run_1/met1.png
Scale bar: 50 µm. Supply wires on this layer in gray.
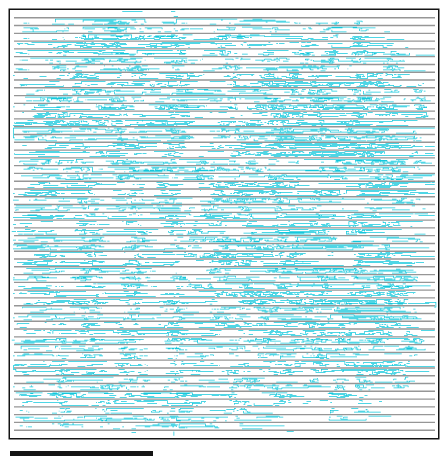
run_1/met2.png
Cells faint in the background.
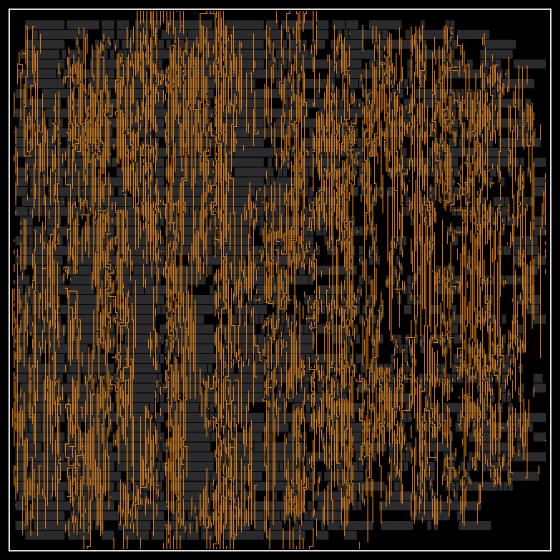
run_1/met3.png
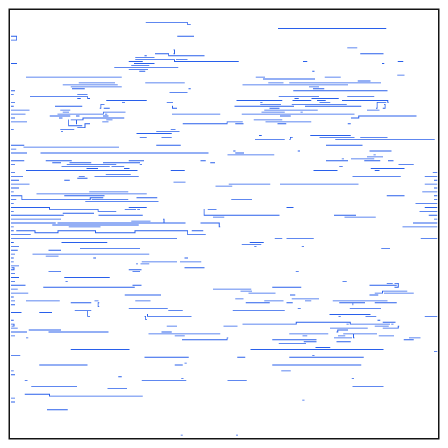
--- config.mk ---
export PLATFORM = sky130hd
export DESIGN_NAME = writeback_unit
export DESIGN_NICKNAME = d
export VERILOG_FILES = /design/src/rtl/wb_pkg.sv /design/src/rtl/wb_fifo.sv /design/src/rtl/writeback_unit.sv
export SDC_FILE = /design/constraint.sdc
export NUM_CORES = 1
export LEC_CHECK = 0
export ABC_AREA = 1
export CAP_MARGIN = 20
export CORE_MARGIN = 1
export CORE_UTILIZATION = 62
export DETAILED_ROUTE_END_ITERATION = 8
export MAX_ROUTING_LAYER = met4
export PLACE_DENSITY = 0.86
export SYNTH_ARGS = -nofsm -noshare
export SYNTH_HDL_FRONTEND = slang
export SYNTH_HIERARCHICAL = 1
export SYNTH_SLANG_ARGS = --single-unit
--- constraint.sdc ---
create_clock -name clk_w_i -period 9.95 [get_ports clk_w_i]
set_input_delay 0.995 -clock clk_w_i [delete_from_list [all_inputs] [get_ports clk_w_i]]
set_output_delay 0.995 -clock clk_w_i [all_outputs]
set_load 0.005 [all_outputs]
--- src/rtl/wb_pkg.sv ---
// Shared definitions for the register-file writeback path: default widths,
// source-select encoding and the queued entry layout.
package wb_pkg;

    localparam int WB_FIFO_DEPTH = 4;
    localparam int WB_DATA_W     = 32;
    localparam int WB_ADDR_W     = 5;
    localparam int WB_CNT_W      = 2;

    typedef enum logic {
        SRC_MEM = 1'b0,
        SRC_ALU = 1'b1
    } src_sel_t;

    typedef struct packed {
        logic [WB_ADDR_W-1:0] rd;
        logic [WB_DATA_W-1:0] data;
    } wb_entry_t;

endpackage

--- src/rtl/wb_fifo.sv ---
// Synchronous FIFO with registered pointers and an occupancy counter one bit
// wider than the pointers; DEPTH must be a power of two so pointers wrap freely.
module wb_fifo #(
    parameter int DEPTH = 4,
    parameter int WIDTH = 37
) (
    input  logic             clk,
    input  logic             rst,
    input  logic             push,
    input  logic [WIDTH-1:0] din,
    input  logic             pop,
    output logic [WIDTH-1:0] dout,
    output logic             full,
    output logic             empty
);

    localparam int PTR_W = $clog2(DEPTH);
    localparam int OCC_W = PTR_W + 1;

    logic [WIDTH-1:0] mem [DEPTH];
    logic [PTR_W-1:0] wr_ptr;
    logic [PTR_W-1:0] rd_ptr;
    logic [OCC_W-1:0] count;
    logic             do_push;
    logic             do_pop;

    assign do_push = push && !full;
    assign do_pop  = pop && !empty;
    assign full    = (count == OCC_W'(DEPTH));
    assign empty   = (count == '0);
    assign dout    = mem[rd_ptr];

    always_ff @(posedge clk or posedge rst) begin
        if (rst) begin
            wr_ptr <= '0;
            rd_ptr <= '0;
            count  <= '0;
        end else begin
            if (do_push) begin
                wr_ptr <= wr_ptr + 1'b1;
            end
            if (do_pop) begin
                rd_ptr <= rd_ptr + 1'b1;
            end
            case ({do_push, do_pop})
                2'b10:   count <= count + 1'b1;
                2'b01:   count <= count - 1'b1;
                default: count <= count;
            endcase
        end
    end

    // Storage carries no reset; only the pointers define which slots are live.
    always_ff @(posedge clk) begin
        if (do_push) begin
            mem[wr_ptr] <= din;
        end
    end

endmodule

--- src/rtl/writeback_unit.sv ---
// Register-file write port producer: arbitrates ALU/load results into a FIFO,
// drives one registered write per cycle and tracks pending writes per register.
// Optional macro WB_FORWARD_EN adds same-cycle forwarding outputs.
module writeback_unit
    import wb_pkg::*;
#(
    parameter int FIFO_DEPTH = WB_FIFO_DEPTH,
    parameter int DATA_W     = WB_DATA_W,
    parameter int ADDR_W     = WB_ADDR_W,
    parameter int CNT_W      = WB_CNT_W
) (
    input  logic              clk_w_i,
    input  logic              res_w_i_h,
    input  logic              alu_valid_w_i,
    input  logic [ADDR_W-1:0] alu_rd_w_i,
    input  logic [DATA_W-1:0] alu_data_w_i,
    output logic              alu_ready_w_o,
    input  logic              mem_valid_w_i,
    input  logic [ADDR_W-1:0] mem_rd_w_i,
    input  logic [DATA_W-1:0] mem_data_w_i,
    output logic              mem_ready_w_o,
    input  logic              iss_valid_w_i,
    input  logic [ADDR_W-1:0] iss_rd_w_i,
    output logic              iss_ready_w_o,
    input  logic              stall_w_i,
    input  logic [ADDR_W-1:0] chk_reg_1_w_i,
    input  logic [ADDR_W-1:0] chk_reg_2_w_i,
    output logic              chk_busy_1_w_o,
    output logic              chk_busy_2_w_o,
    output logic [ADDR_W-1:0] wr_reg_w_o,
    output logic [DATA_W-1:0] wr_data_w_o,
    output logic              reg_wr_flag_w_o
`ifdef WB_FORWARD_EN
    ,
    output logic              fwd_hit_1_w_o,
    output logic              fwd_hit_2_w_o,
    output logic [DATA_W-1:0] fwd_data_1_w_o,
    output logic [DATA_W-1:0] fwd_data_2_w_o
`endif
);

    // Handshake: a source transfers on the rising edge where valid && ready.
    // Ready depends only on pre-edge state plus the competing source's valid.

    localparam int              NUM_REGS = 1 << ADDR_W;
    localparam logic [CNT_W-1:0] CNT_MAX = {CNT_W{1'b1}};

    typedef struct packed {
        logic [ADDR_W-1:0] rd;
        logic [DATA_W-1:0] data;
    } entry_t;

    logic             full;
    logic             empty;
    logic             push;
    logic             pop;
    entry_t           push_entry;
    entry_t           head;
    src_sel_t         src;
    logic             mem_rd_zero;
    logic             alu_rd_zero;
    logic             mem_ready;
    logic             alu_ready;
    logic             iss_ready;
    logic             iss_fire;
    logic [NUM_REGS-1:0] inc_vec;
    logic [NUM_REGS-1:0] dec_vec;
    logic [CNT_W-1:0] cnt [NUM_REGS];

    assign mem_rd_zero = (mem_rd_w_i == '0);
    assign alu_rd_zero = (alu_rd_w_i == '0);
    assign pop         = !empty && !stall_w_i;

    // Writes to x0 are swallowed, so they are always ready even when full.
    always_comb begin
        mem_ready  = !full || mem_rd_zero;
        alu_ready  = (!full && !mem_valid_w_i) || alu_rd_zero;
        src        = mem_valid_w_i ? SRC_MEM : SRC_ALU;
        push       = 1'b0;
        push_entry = '{rd: alu_rd_w_i, data: alu_data_w_i};
        case (src)
            SRC_MEM: begin
                push       = !full && !mem_rd_zero;
                push_entry = '{rd: mem_rd_w_i, data: mem_data_w_i};
            end
            SRC_ALU: begin
                push       = alu_valid_w_i && !full && !alu_rd_zero;
                push_entry = '{rd: alu_rd_w_i, data: alu_data_w_i};
            end
            default: begin
                push = 1'b0;
            end
        endcase
    end

    assign mem_ready_w_o = mem_ready;
    assign alu_ready_w_o = alu_ready;

    wb_fifo #(
        .DEPTH (FIFO_DEPTH),
        .WIDTH ($bits(entry_t))
    ) u_fifo (
        .clk   (clk_w_i),
        .rst   (res_w_i_h),
        .push  (push),
        .din   (push_entry),
        .pop   (pop),
        .dout  (head),
        .full  (full),
        .empty (empty)
    );

    // A saturated counter can still take an issue if the same register drains now.
    assign iss_ready     = (cnt[iss_rd_w_i] != CNT_MAX) || (pop && (head.rd == iss_rd_w_i));
    assign iss_ready_w_o = iss_ready;
    assign iss_fire      = iss_valid_w_i && iss_ready && (iss_rd_w_i != '0);

    always_comb begin
        inc_vec = '0;
        dec_vec = '0;
        if (iss_fire) begin
            inc_vec[iss_rd_w_i] = 1'b1;
        end
        if (pop) begin
            dec_vec[head.rd] = 1'b1;
        end
    end

    always_ff @(posedge clk_w_i or posedge res_w_i_h) begin
        if (res_w_i_h) begin
            for (int r = 0; r < NUM_REGS; r++) begin
                cnt[r] <= '0;
            end
        end else begin
            for (int r = 1; r < NUM_REGS; r++) begin
                if (inc_vec[r] && !dec_vec[r]) begin
                    cnt[r] <= cnt[r] + 1'b1;
                end else if (dec_vec[r] && !inc_vec[r] && (cnt[r] != '0)) begin
                    cnt[r] <= cnt[r] - 1'b1;
                end
            end
        end
    end

    underflow_chk : assert property (@(posedge clk_w_i) disable iff (res_w_i_h)
        (pop && !inc_vec[head.rd]) |-> (cnt[head.rd] != '0));

    always_ff @(posedge clk_w_i or posedge res_w_i_h) begin
        if (res_w_i_h) begin
            wr_reg_w_o      <= '0;
            wr_data_w_o     <= '0;
            reg_wr_flag_w_o <= 1'b0;
        end else if (pop) begin
            wr_reg_w_o      <= head.rd;
            wr_data_w_o     <= head.data;
            reg_wr_flag_w_o <= 1'b1;
        end else begin
            reg_wr_flag_w_o <= 1'b0;
        end
    end

    assign chk_busy_1_w_o = (cnt[chk_reg_1_w_i] != '0);
    assign chk_busy_2_w_o = (cnt[chk_reg_2_w_i] != '0);

`ifdef WB_FORWARD_EN
    // Only the last outstanding write may be forwarded; an older in-flight
    // write to the same register would otherwise be mistaken for the final value.
    assign fwd_hit_1_w_o  = reg_wr_flag_w_o && (wr_reg_w_o == chk_reg_1_w_i) &&
                            (chk_reg_1_w_i != '0) && (cnt[chk_reg_1_w_i] == '0);
    assign fwd_hit_2_w_o  = reg_wr_flag_w_o && (wr_reg_w_o == chk_reg_2_w_i) &&
                            (chk_reg_2_w_i != '0) && (cnt[chk_reg_2_w_i] == '0);
    assign fwd_data_1_w_o = wr_data_w_o;
    assign fwd_data_2_w_o = wr_data_w_o;
`endif

endmodule

==> results_slide.txt, run 1 <==
Physical Implementation Snapshot

Clocking
  – TritonCTS clock tree: built
  – Later-pin clock latency in the skew report: approximately 0.55 ns

GRT
  – Largest net degree at the start of global routing: around 130
  – Number of global-route vias before repair: around 12k
  – Most heavily used metal layer in global routing: met2

Finish
  – Number of filler cells placed in the layout: about 1.4k
  – Share of cell area taken by flip-flops and latches: 0.4473

Floorplanning
  – Horizontal extent of the die: approximately 150 µm
  – I/O pins: approximately 140

Power
  – Clock-net power: between 1 and 1.5 mW
  – Switching power share of the total: 0.3933
  – Portion of total power attributed to sequential cells: 0.397

Critical path
  – Max incr delay on CP: between 0.9 and 1 ns
  – Master of the slowest instance on the critical path: sky130_fd_sc_hd__clkdlybuf4s50_1

Route
  – Number of nets with antenna violations after routing: 0
  – Detailed-router iteration count before antenna repair: 5
  – Routed wire per std cell: between 15 and 20 µm
  – DRC violation count after routing: 0

Logic synthesis
  – Asr flop ratio synth: 0.4196
  – Post-synthesis instance total: approximately 1.6k
  – Synthesized-area fraction occupied by adder cells: 0.006114
  – Number of enable flip-flop cells: 148
  – Leading cell type by number of instances after synthesis: sky130_fd_sc_hd__nand2_1
  – Area reported by Yosys stat: approximately 0.014 mm²

Run status
  – Result of the run: complete, no violations

Final timing
  – Final worst path period share: 0.5381
  – Post-Route Skew: between 0.015 and 0.02 ns

Placed design
  – Final Wtd Congestion: 0.9922
  – Number of instances in the placed design: ~2k

Flow run
  – Number of warnings in the stage logs: 30
Back to the opening pictures, met1.png:
The layer holds 37% of the routed length. The wires run mostly horizontal. The longest straight run is 49.7 µm.
DRT Wirelength: 37,530 µm
met1 layer usage reported by global route: 0.4033

Back to the opening pictures, met2.png:
The layer carries 18,800 µm of wire. The layer holds 50% of the routed length.
met2 GRT Util: 0.6042
via count: 11.87k

Back to the opening pictures, met3.png:
246 nets have wire on it. The layer holds 8.5% of the routed length. The wires run mostly horizontal. The layer carries 3,200 µm of wire. The longest straight run is 58.4 µm.
met3 layer usage reported by global route: 0.05122

==> inputs of run 2 (changes only) <==
Settings changed: CORE_UTILIZATION 62 to 58, PLACE_DENSITY 0.86 to 0.81.
Clock period 9.95 ns to 5 ns, I/O delays scaled along.
==> run 2 against run 1 <==
  * Global-route usage is 4.2 points lower
  * Utilization is 4.4 points lower
  * First-iteration DRC count is 32% lower
  * Clock skew is 0.0040 ns higher
  * Hold slack worse by 0.21 ns
==> results_slide.txt, run 2 <==
Physical Implementation Snapshot

Logic synthesis
  – Asr flop ratio synth: 0.4196
  – Synthesized-area fraction occupied by adder cells: 0.006114
  – Number of enable flip-flop cells: ~150
  – Area reported by Yosys stat: roughly 0.014 mm²

Route
  – Number of nets with antenna violations after routing: 0
  – Detailed-router iteration count before antenna repair: 6
  – DRT Wirelength: roughly 35,000 µm
  – Via count: ~12k
  – DRC violation count after routing: 0

Final timing
  – Final worst path period share: 0.7616
  – Post-Route Skew: between 0.02 and 0.025 ns
  – Final count of negative-setup-slack endpoints: 0

Power
  – Clock-net power: roughly 2.1 mW

GRT
  – Met2 GRT Util: 0.5374
  – Met3 layer usage reported by global route: 0.04567
  – Largest net degree at the start of global routing: 82
  – Number of global-route vias before repair: ~11k

Clocking
  – Later-pin clock latency in the skew report: roughly 0.57 ns
  – Number of buffers inserted by hold repair at cts: 0

Finish
  – Top cell category: sequential cells
  – Share of cell area taken by flip-flops and latches: 0.4442
  – Number of filler cells placed in the layout: around 1.7k

Critical path
  – Master of the slowest instance on the critical path: sky130_fd_sc_hd__clkdlybuf4s50_1
  – Maximum fanout count along the critical path: 69
  – Max incr delay on CP: about 0.53 ns

Floorplanning
  – I/O pins: around 140
  – Horizontal extent of the die: 154.6 µm

Run status
  – Result of the run: complete, no violations

Flow run
  – Number of warnings in the stage logs: 29

Placed design
  – Final Wtd Congestion: ~0.98
  – Number of instances in the placed design: roughly 2.0k
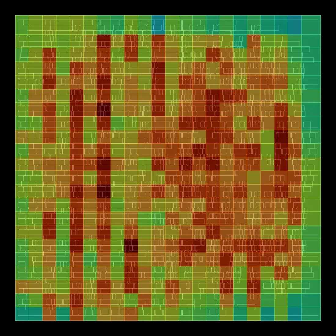
run_2/final_congestion.png
Routed wire per std cell: 17.14 µm
met1 layer usage reported by global route: 0.3695
final core utilization: 0.7060
most heavily used metal layer in global routing: met2

==> inputs of run 3 (changes only) <==
Clock period 5 ns to 3.71 ns, I/O delays scaled along.
==> run 3 against run 2 <==
  * Register-to-register slack worse by 1.0 ns
  * Area after synthesis stayed put
  * Non-clock buffer count is 4 higher
  * Critical endpoint unchanged
  * Critical path depth stayed put
  * First-iteration DRC count is 29% higher
  * Cell area hardly changed
  * Clock skew is 0.016 ns lower
  * Sequential cell count stayed put
  * Setup slack worse by 0.99 ns
==> results_slide.txt, run 3 <==
Physical Implementation Snapshot

Floorplanning
  – I/O pins: around 140
  – Horizontal extent of the die: around 150 µm

Logic synthesis
  – Leading cell type by number of instances after synthesis: sky130_fd_sc_hd__nand2_1
  – Post-synthesis instance total: about 1.6k
  – Area reported by Yosys stat: 0.01351 mm²
  – Asr flop ratio synth: 0.4196
  – Number of enable flip-flop cells: around 150
  – Synthesized-area fraction occupied by adder cells: 0.006114

Final timing
  – Final count of negative-setup-slack endpoints: 0
  – Final worst path period share: 0.9466

Placed design
  – Number of instances in the placed design: between 2k and 2.5k

Run status
  – Result of the run: complete, no violations

Power
  – Portion of total power attributed to sequential cells: 0.401

Clocking
  – Number of buffers inserted by hold repair at cts: 0
  – Later-pin clock latency in the skew report: 0.55 ns

Critical path
  – Master of the slowest instance on the critical path: sky130_fd_sc_hd__clkdlybuf4s50_1
  – Maximum fanout count along the critical path: 21

Route
  – Routed wire per std cell: 17.68 µm
  – DRC violation count after routing: 0
  – Number of nets with antenna violations after routing: 0

Finish
  – Final core utilization: 0.7066
  – Top cell category: sequential cells

GRT
  – Met2 GRT Util: 0.5518
  – Met1 layer usage reported by global route: 0.3719

Flow run
  – Number of warnings in the stage logs: 30
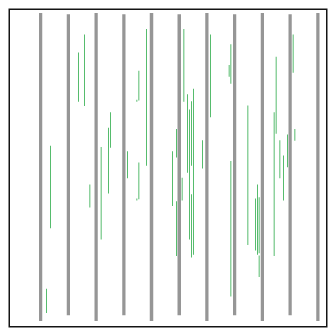
run_3/met4.png
Supply wires on this layer in gray.
31 nets have wire on it. The wires run mostly vertical.
via count: 11.72k
DRT Wirelength: 36,290 µm

Power is estimated from default activity; no workload was simulated.
